[src/rtl/smol_boi_pkg.sv]
// Shared constants for the smol_boi SPI multiplier: parameter defaults,
// frame-edge indices derived from the operand width, and the frame phase type.
package smol_boi_pkg;

    localparam int WIDTH_DEF       = 4;
    localparam int SYNC_STAGES_DEF = 2;

    // Edge 1 of every frame is a dummy edge whose MOSI bit is discarded.
    localparam int DUMMY_EDGE = 1;

    // Frame phases as seen by the edge currently being processed.
    typedef enum logic [2:0] {
        PH_DUMMY,
        PH_OP_A,
        PH_OP_B,
        PH_TURN,
        PH_OUT,
        PH_DONE
    } phase_e;

    // First edge that shifts an A bit.
    function automatic int a_first_edge(input int w);
        return 2;
    endfunction

    // First edge that shifts a B bit.
    function automatic int b_first_edge(input int w);
        return w + 2;
    endfunction

    // Edge carrying the last B bit; the product is loaded on this edge too.
    function automatic int load_edge(input int w);
        return 2 * w + 1;
    endfunction

    // Edge that drives the product MSB onto MISO.
    function automatic int first_out_edge(input int w);
        return 2 * w + 4;
    endfunction

    // Edge that drives the product LSB onto MISO.
    function automatic int last_out_edge(input int w);
        return 4 * w + 3;
    endfunction

endpackage

[src/rtl/smol_boi_spi_sync_edge.sv]
// Synchronizes SCLK, CS and MOSI into the CLK domain through equal-depth
// flop chains and produces a one-cycle pulse on each SCLK falling edge.
module smol_boi_spi_sync_edge
    import smol_boi_pkg::*;
#(
    parameter int SYNC_STAGES = SYNC_STAGES_DEF
) (
    input  logic clk_i,
    input  logic rst_i,
    input  logic sclk_i,
    input  logic cs_i,
    input  logic mosi_i,
    output logic cs_s_o,
    output logic mosi_s_o,
    output logic sclk_fall_o
);

    logic [SYNC_STAGES-1:0] sclk_q;
    logic [SYNC_STAGES-1:0] cs_q;
    logic [SYNC_STAGES-1:0] mosi_q;
    logic                   sclk_prev_q;

    // Identical chain depth keeps MOSI aligned with the SCLK edge it belongs to.
    always_ff @(posedge clk_i or posedge rst_i) begin
        if (rst_i) begin
            sclk_q      <= '0;
            cs_q        <= '0;
            mosi_q      <= '0;
            sclk_prev_q <= 1'b0;
        end else begin
            sclk_q      <= {sclk_q[SYNC_STAGES-2:0], sclk_i};
            cs_q        <= {cs_q[SYNC_STAGES-2:0], cs_i};
            mosi_q      <= {mosi_q[SYNC_STAGES-2:0], mosi_i};
            sclk_prev_q <= sclk_q[SYNC_STAGES-1];
        end
    end

    // Falling edge: synchronized SCLK is low now and was high last cycle.
    always_comb begin
        sclk_fall_o = sclk_prev_q & ~sclk_q[SYNC_STAGES-1];
        cs_s_o      = cs_q[SYNC_STAGES-1];
        mosi_s_o    = mosi_q[SYNC_STAGES-1];
    end

endmodule

[src/rtl/smol_boi.sv]
// SPI-slave multiplier: shifts in operands A and B MSB first, multiplies them,
// and shifts the 2*WIDTH-bit product back out on MISO MSB first.
module smol_boi
    import smol_boi_pkg::*;
#(
    parameter int WIDTH       = WIDTH_DEF,
    parameter int SYNC_STAGES = SYNC_STAGES_DEF
) (
    input  logic CLK,
    input  logic RST,
    input  logic SCLK,
    input  logic CS,
    input  logic MOSI,
    output logic MISO
);

    // Counter must reach one past the last output edge, where it saturates.
    localparam int CNT_W = $clog2(last_out_edge(WIDTH) + 2);

    localparam logic [CNT_W-1:0] K_DUMMY   = CNT_W'(DUMMY_EDGE);
    localparam logic [CNT_W-1:0] K_B_LO    = CNT_W'(b_first_edge(WIDTH));
    localparam logic [CNT_W-1:0] K_LOAD    = CNT_W'(load_edge(WIDTH));
    localparam logic [CNT_W-1:0] K_OUT_LO  = CNT_W'(first_out_edge(WIDTH));
    localparam logic [CNT_W-1:0] K_OUT_HI  = CNT_W'(last_out_edge(WIDTH));
    localparam logic [CNT_W-1:0] K_SAT     = CNT_W'(last_out_edge(WIDTH) + 1);

    logic                   cs_s;
    logic                   mosi_s;
    logic                   sclk_fall;

    logic [CNT_W-1:0]       k_q, k_d, k_inc;
    logic [WIDTH-1:0]       a_q, a_d;
    logic [WIDTH-1:0]       b_q, b_d;
    logic [2*WIDTH-1:0]     p_q, p_d;
    logic                   miso_q, miso_d;
    phase_e                 phase;

    smol_boi_spi_sync_edge #(
        .SYNC_STAGES (SYNC_STAGES)
    ) u_sync (
        .clk_i       (CLK),
        .rst_i       (RST),
        .sclk_i      (SCLK),
        .cs_i        (CS),
        .mosi_i      (MOSI),
        .cs_s_o      (cs_s),
        .mosi_s_o    (mosi_s),
        .sclk_fall_o (sclk_fall)
    );

    // Number the incoming edge (saturating) and classify it into a frame phase.
    always_comb begin
        k_inc = (k_q == K_SAT) ? k_q : k_q + CNT_W'(1);
        phase = PH_DONE;
        if (k_inc == K_DUMMY)       phase = PH_DUMMY;
        else if (k_inc < K_B_LO)    phase = PH_OP_A;
        else if (k_inc <= K_LOAD)   phase = PH_OP_B;
        else if (k_inc < K_OUT_LO)  phase = PH_TURN;
        else if (k_inc <= K_OUT_HI) phase = PH_OUT;
    end

    // Frame actions: CS low aborts and clears; each falling edge advances one step.
    always_comb begin
        k_d    = k_q;
        a_d    = a_q;
        b_d    = b_q;
        p_d    = p_q;
        miso_d = miso_q;
        if (!cs_s) begin
            k_d    = '0;
            a_d    = '0;
            b_d    = '0;
            p_d    = '0;
            miso_d = 1'b0;
        end else if (sclk_fall) begin
            k_d    = k_inc;
            miso_d = 1'b0;
            case (phase)
                PH_OP_A: a_d = {a_q[WIDTH-2:0], mosi_s};
                PH_OP_B: begin
                    b_d = {b_q[WIDTH-2:0], mosi_s};
                    // Last B bit arrives on this edge, so multiply using b_d.
                    if (k_inc == K_LOAD) begin
                        p_d = {{WIDTH{1'b0}}, a_q} * {{WIDTH{1'b0}}, b_d};
                    end
                end
                PH_OUT: begin
                    miso_d = p_q[2*WIDTH-1];
                    p_d    = {p_q[2*WIDTH-2:0], 1'b0};
                end
                default: miso_d = 1'b0;
            endcase
        end
    end

    // State registers; reset clears everything and forces MISO low at once.
    always_ff @(posedge CLK or posedge RST) begin
        if (RST) begin
            k_q    <= '0;
            a_q    <= '0;
            b_q    <= '0;
            p_q    <= '0;
            miso_q <= 1'b0;
        end else begin
            k_q    <= k_d;
            a_q    <= a_d;
            b_q    <= b_d;
            p_q    <= p_d;
            miso_q <= miso_d;
        end
    end

    assign MISO = miso_q;

endmodule

[config.mk]
export PLATFORM = sky130hd
export DESIGN_NAME = smol_boi
export DESIGN_NICKNAME = d
export VERILOG_FILES = /design/src/rtl/smol_boi_pkg.sv /design/src/rtl/smol_boi_spi_sync_edge.sv /design/src/rtl/smol_boi.sv
export SDC_FILE = /design/constraint.sdc
export NUM_CORES = 1
export LEC_CHECK = 0
export ABC_AREA = 1
export CAP_MARGIN = 20
export CORE_ASPECT_RATIO = 0.6
export CORE_MARGIN = 2
export CORE_UTILIZATION = 40
export DETAILED_ROUTE_END_ITERATION = 10
export HOLD_SLACK_MARGIN = 0.15
export PLACE_DENSITY = 0.63
export SETUP_SLACK_MARGIN = 0.05
export SYNTH_ARGS = -nofsm -noshare
export SYNTH_HDL_FRONTEND = slang
export SYNTH_SLANG_ARGS = --single-unit
[constraint.sdc]
create_clock -name CLK -period 5.2 [get_ports CLK]
set_clock_uncertainty 0.05 [all_clocks]
set_input_delay 0.78 -clock CLK [delete_from_list [all_inputs] [get_ports CLK]]
set_output_delay 0.78 -clock CLK [all_outputs]
set_load 0.02 [all_outputs]
==> images/wire_density.png <==
The die is cut into 19 by 12 equal tiles; white is low, dark blue is high, scaled to the fullest tile. Values are wire area over tile area, all layers added.
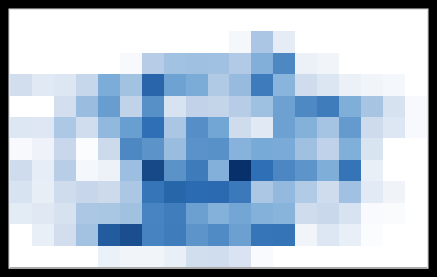
The mean over all tiles is 0.11. The emptiest ninth of the die: upper right. The fullest tile reaches 0.44. 20% of the tiles are over half the peak. 30% of the tiles are nearly empty.

==> images/metal_stack.png <==
The bar under the picture is 20 µm long. Only two layers are drawn.
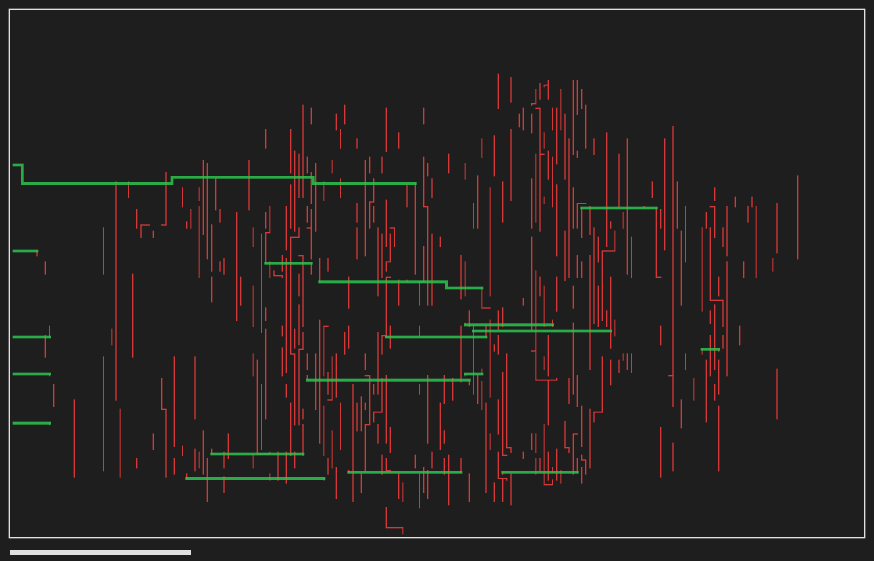
Key: met3 = green [wire length 198 µm]; met2 = red [wire length 1480 µm]

==> images/zoom.png <==
The bar under the picture is 5 µm long. Region (61, 34) to (81, 54) µm. Cells in gray, sequential cells in the stronger gray; small squares are vias.
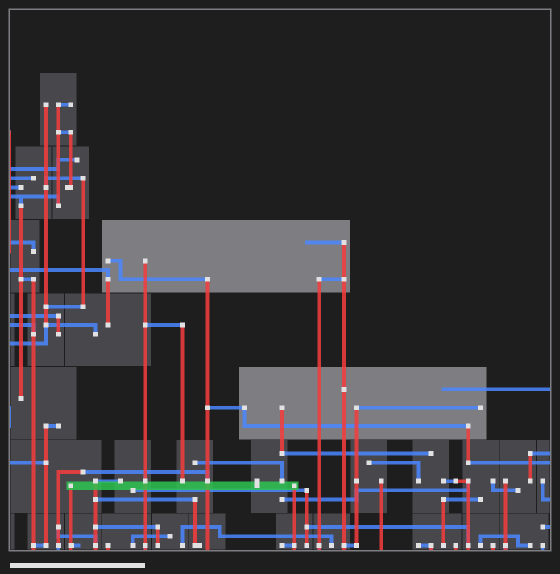
Key: met2 = red; met3 = green; met1 = blue
Netlist names of flops here include p_q (2). 26 logic cells have their middle in the window. Most frequent: nand2_1 (12), nor2_1 (5), nand3_1 (3). Sequential cells in the window: 2.

## flip-flops by register name (all words and copies together), names as in the netlist
name and count:
MISO 1, a_q 4, b_q 3, k_q 5, p_q 8, u_sync.cs_q 2
u_sync.mosi_q 2, u_sync.sclk_prev_q 1, u_sync.sclk_q 2
## power by group
part / total (W) / switching [W] / internal, W
clock: 0.000172 / 0.0000688 / 0.000103
combinational: 0.0000378 / 0.0000242 / 0.0000136
sequential: 0.000232 / 0.00000829 / 0.000224
total: 0.000442 / 0.000101 / 0.000340
## metrics by stage
step                hold slack (ns)  power [W]
floorplan                    0.2812  0.0002601
global placement             0.2821  0.0002710
detailed placement           0.2847  0.0002712
CTS                          0.3083  0.0004444
global route                 0.3210  0.0004627
finish                       0.3055  0.0004417
==> qor.yml <==
cts_buffer_depth: 2
cp_num_cells: 13
most-common-layout-cells: "nand2_1 (83), inv_1 (35), dfrtp_1 (28), nor2_1 (25), nand3_1 (23)"
p_leak_nw: 1.254
syn-num-nets: 284
edf_count: 0
nWellTaps: 63
reg2reg_depth: 13
synthTopCellsByArea: "dfrtp_1 (36%), nand2_1 (16%), ha_1 (8.9%), inv_1 (6.7%), nand3_1 (5.9%)"
synth_top_area_share_pct: 35.65
grt_pass1_wl_um: 7113
outcome: "finished clean"
fin_util_pct: 46.32
dieArea_mm2: 0.005509
worstPathRequired_ns: 5.32
die_h_um: 58.30
final.clkbuf_count: 3
drtIter0Drc: 105
synth_async_sr_flop_share_pct: 100.0
largestClassByArea: "combinational gates"
grt_use_met3_pct: 3.457
cap_violations: 0
dp_slack_ns: 2.345
drc: 0
worstPathArrival_ns: 2.97
cts_inserted_buffers: 3
cts.clk_slew.worst_paths_ns: 0.10
routedWlPerCell_um: 11.90
ys_seq_share_pct: 35.65
dominantRegCellSynth: "dfrtp_1"
fp.dieW_um: 94.50
Power is estimated from default activity; no workload was simulated.
